### The metal 3 layer

Scale: 4 px per um.
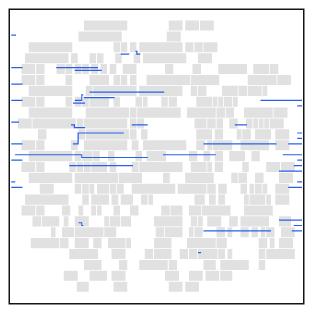
### Sequential cells grouped by signal name

Scale: 6 px per um. Other sequential cells in the stronger gray, the rest of the logic in the fainter gray.
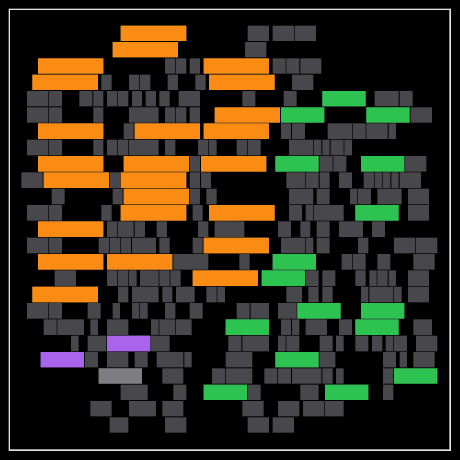
### Wiring by layer

Scale: 6 px per um. Only two layers are drawn.
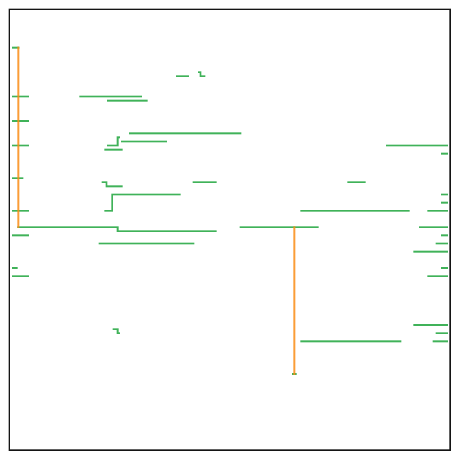
### Routing congestion map

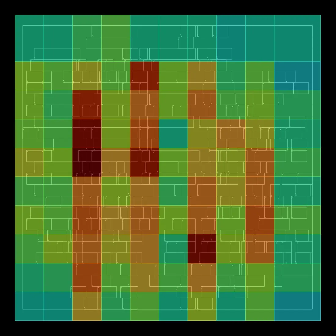
### Met1 routing

Scale: 8 px per um. Supply wires on this layer in gray.
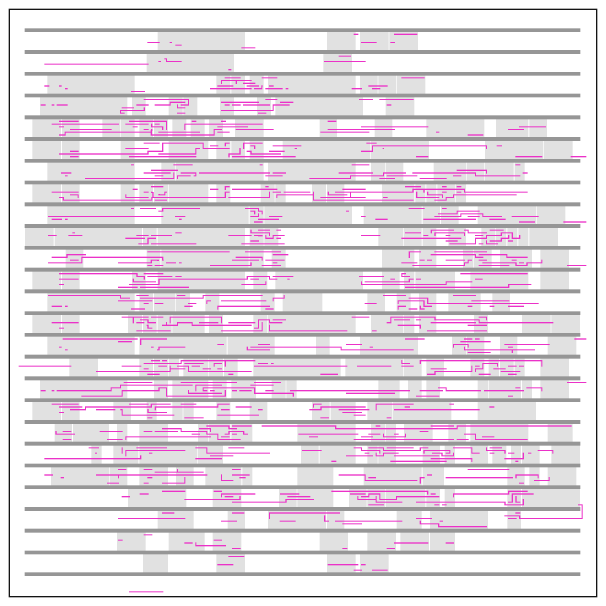
--- config.mk ---
export PLATFORM = sky130hd
export DESIGN_NAME = fifo_rd_ctrl
export DESIGN_NICKNAME = d
export VERILOG_FILES = /design/src/rtl/fifo_rd_ctrl.sv
export SDC_FILE = /design/constraint.sdc
export NUM_CORES = 1
export LEC_CHECK = 0
export CORE_MARGIN = 1.5
export CORE_UTILIZATION = 45
export DETAILED_ROUTE_END_ITERATION = 6
export GPL_TIMING_DRIVEN = 0
export PLACE_DENSITY = 0.7
export RECOVER_POWER = 50
export SETUP_SLACK_MARGIN = 0.4
export SYNTH_ARGS = -nofsm -noshare
export SYNTH_HDL_FRONTEND = slang
export SYNTH_SLANG_ARGS = --single-unit
--- constraint.sdc ---
create_clock -name clk -period 3.58 [get_ports clk]
set_input_delay 0.716 -clock clk [delete_from_list [all_inputs] [get_ports clk]]
set_output_delay 0.716 -clock clk [all_outputs]
set_load 0.02 [all_outputs]
--- src/rtl/fifo_rd_ctrl.sv ---
// ============================================================================
// Module   : fifo_rd_ctrl
// Purpose  : FIFO read controller with a 3-entry prefetch buffer feeding a
//            valid/ready stream, plus a handshake counter.
// Revision : 1.0
// ============================================================================
`default_nettype none

module fifo_rd_ctrl #(
  parameter int DATA_WIDTH = 8
) (
  input  logic                  clk,
  input  logic                  rst,
  input  logic                  fifo_empty,
  output logic                  fifo_rd_en,
  input  logic [DATA_WIDTH-1:0] fifo_dout,
  input  logic                  flush,
  output logic                  m_valid,
  input  logic                  m_ready,
  output logic [DATA_WIDTH-1:0] m_data,
  output logic [15:0]           rd_count
);

  localparam int c_DEPTH = 3;

  logic [1:0]            r_occ;
  logic                  r_inflight;
  logic [DATA_WIDTH-1:0] r_buf [c_DEPTH];
  logic [15:0]           r_rd_count;

  logic                  w_pop;
  logic                  w_push;
  logic [2:0]            w_pending;
  logic [1:0]            w_tail;
  logic [1:0]            w_occ_nxt;
  logic [DATA_WIDTH-1:0] w_shift   [c_DEPTH];
  logic [DATA_WIDTH-1:0] w_buf_nxt [c_DEPTH];

  // Reserve a slot for every in-flight read so a returning word always fits;
  // the consumer side is deliberately left out to keep m_ready off this path.
  assign w_pending  = {1'b0, r_occ} + {2'b00, r_inflight};
  assign fifo_rd_en = !fifo_empty && !rst && !flush && (w_pending < 3'(c_DEPTH));

  assign m_valid  = !rst && (r_occ != 2'd0);
  assign m_data   = rst ? '0 : r_buf[0];
  assign rd_count = rst ? '0 : r_rd_count;

  assign w_pop     = m_valid && m_ready;
  assign w_push    = r_inflight;
  assign w_tail    = r_occ - {1'b0, w_pop};
  assign w_occ_nxt = r_occ - {1'b0, w_pop} + {1'b0, w_push};

  assign w_shift[0] = r_buf[1];
  assign w_shift[1] = r_buf[2];
  assign w_shift[2] = r_buf[2];

  // Head sits at entry 0; a pop shifts down and the arriving word lands
  // just past the surviving entries, which keeps order on pop+push.
  always_comb begin
    for (int i = 0; i < c_DEPTH; i++) begin
      w_buf_nxt[i] = w_pop ? w_shift[i] : r_buf[i];
      if (w_push && (w_tail == 2'(i))) begin
        w_buf_nxt[i] = fifo_dout;
      end
    end
  end

  always_ff @(posedge clk) begin
    if (rst) begin
      r_occ      <= 2'd0;
      r_inflight <= 1'b0;
      r_rd_count <= 16'd0;
      for (int i = 0; i < c_DEPTH; i++) begin
        r_buf[i] <= '0;
      end
    end else begin
      r_rd_count <= r_rd_count + {15'd0, w_pop};
      if (flush) begin
        r_occ      <= 2'd0;
        r_inflight <= 1'b0;
      end else begin
        r_occ      <= w_occ_nxt;
        r_inflight <= fifo_rd_en;
        for (int i = 0; i < c_DEPTH; i++) begin
          r_buf[i] <= w_buf_nxt[i];
        end
      end
    end
  end

endmodule

`default_nettype wire

==> flow_summary_export.csv <==
group,metric,value,unit
critical_path,path_buffers,4,
floorplanning,coreArea,0.004723,mm^2
synthesis,synth_cell_type_count,34,
final_timing,slew_headroom,53.47,%
synthesis,mux_share,4.056,%
detailed_routing,ant_nets,0,
critical_path,cpPeakStageDelay,0.54,ns
cells_and_area,num_antenna_cells,0,
floorplanning,fp.dieH,73.25,um
critical_path,cp_max_fo,10,
cells_and_area,inv_count,6,
global_routing,globalRoute.totalOverflow,0,
final_timing,maxSlewViolCount,0,
critical_path,required,2.86,ns
clock_tree,clock-root-buffer,"clkbuf_8",
detailed_routing,drc,0,
critical_path,cp.arrival,2.55,ns
cells_and_area,fin_util,58.57,%
cells_and_area,mostFrequentLayoutCells,"clkdlybuf4s50_1, edfxtp_1, nor2b_1",
cells_and_area,syn_to_final_growth,24.56,%
cells_and_area,drive_gt1_share,10.78,%
power,p_total,0.0009503,W
cells_and_area,top_register,"r_buf",
critical_path,startpoint,"rst",
final_timing,totalNegativeSetupSlack,0,ns
synthesis,edf_count,24,
clock_tree,cts_tree,"done",
synthesis,synthCells,223,
worst_hold_path,worstHoldPathCells,2,
critical_path,rr_worst_depth,7,
floorplanning,die_w,73.25,um
detailed_routing,dr.pass1.iters,4,
synthesis,adder_share,3.944,%
final_timing,setup-violations-final,0,
worst_hold_path,holdCritStartpoint,"r_rd_count[7]",
final_timing,fin_skew,0.004017,ns
cells_and_area,seq_area,0.001101,mm^2
critical_path,crit_type,"in -> out",
clock_tree,ctsHtreeMaxLevel,2,
placed_design,dpl.hpwl,3384,um
synthesis,top_cell,"edfxtp_1",
final_timing,clock.fmax,306.5,MHz
synthesis,yosys.area_share.simple,24.00,%
synthesis,yosysChipArea,0.002221,mm^2
run_status,status,"complete, no violations",
global_routing,antenna_found_initial,0,
synthesis,ys_cells,223,
cells_and_area,multiInputGateArea,0.001030,mm^2
clock_tree,post_cts_buffers,0,
clock_tree,clkSinkCount,43,
cells_and_area,reg_top3,"r_buf: 24 flops, r_rd_count: 16 flops, r_occ: 2 flops",
cells_and_area,n_clock_buffer,5,
critical_path,worstSetupStartpointType,"input port",
cells_and_area,fin_area,0.002766,mm^2
critical_path,reg2reg_slack,0.97,ns
critical_path,cpLargestDelayFamily,"buffers and inverters",
cells_and_area,largest_reg_flops,24,
synthesis,yosys-top-cells-count,"edfxtp_1, nor2b_1, nand3_1",
synthesis,syn-num-nets,243,
job,maxCapViolations,0,
critical_path,end_kind,"output pin",
synthesis,logic_family,"simple AND/OR/NAND/NOR gates",
synthesis,ys_seq_share,49.58,%
worst_hold_path,hp-class,"reg -> reg",
final_timing,setup_slack,0.3175,ns
critical_path,r2r_start,"r_occ[1]",
final_timing,min_period,3.263,ns
placed_design,place_area,0.002685,mm^2
floorplanning,fp-utilization,47.02,%
worst_hold_path,min_to,"r_rd_count[7]",
clock_tree,cts.clk_slew.worst_paths,0.09,ns
cells_and_area,buffer_area_share,15.78,%
critical_path,crit_end,"m_data[1]",
## Picture notes: 'The metal 3 layer'
37 nets have wire on it. The wires run mostly horizontal.
WL final: 4679 um
via count: 1,802

## Picture notes: 'Sequential cells grouped by signal name'
Green stands for r_rd_count, flops 16. Purple stands for r_occ, flops 2. Orange stands for r_buf, flops 24.
Another 1 sequential cells are not colored.

## Picture notes: 'Wiring by layer'
Green stands for met3, wire length 236 um. Orange stands for met4, wire length 54.4 um.
gr usage total: 19.14%
mean routed wirelength per cell: 13.93 um

## Picture notes: 'Routing congestion map'
GRT met1 Usage: 22.44%
met3 Use GR: 4.115%

## Picture notes: 'Met1 routing'
The longest straight run is 15.2 um. The layer holds 43% of the routed length. The wires run mostly horizontal. 256 nets have wire on it.

-- power by group --
part	internal [W]	switching, W
Clock	0.000140	0.000182
Sequential	0.000538	0.00000407
Combinational	0.0000370	0.0000501
-- per-layer routing --
| metal | up-vias | GRT usage (%) | part of all wire (%) | wire length [um] |
|---|---|---|---|---|
| li1 | 891 | - | - | - |
| met1 | 845 | 22.44 | 43 | 2005 |
| met2 | 62 | 33.64 | 51 | 2384 |
| met3 | 4 | 4.115 | 5.0 | 235 |
| met4 | 0 | 8.176 | 1.2 | 54 |
| met5 | - | 0 | 0 | 0 |
-- timing repair --
item	CTS	global route
gates resized	6	2
gates cloned	0	0
endpoints found under the setup margin	42	12
Power is estimated from default activity; no workload was simulated.
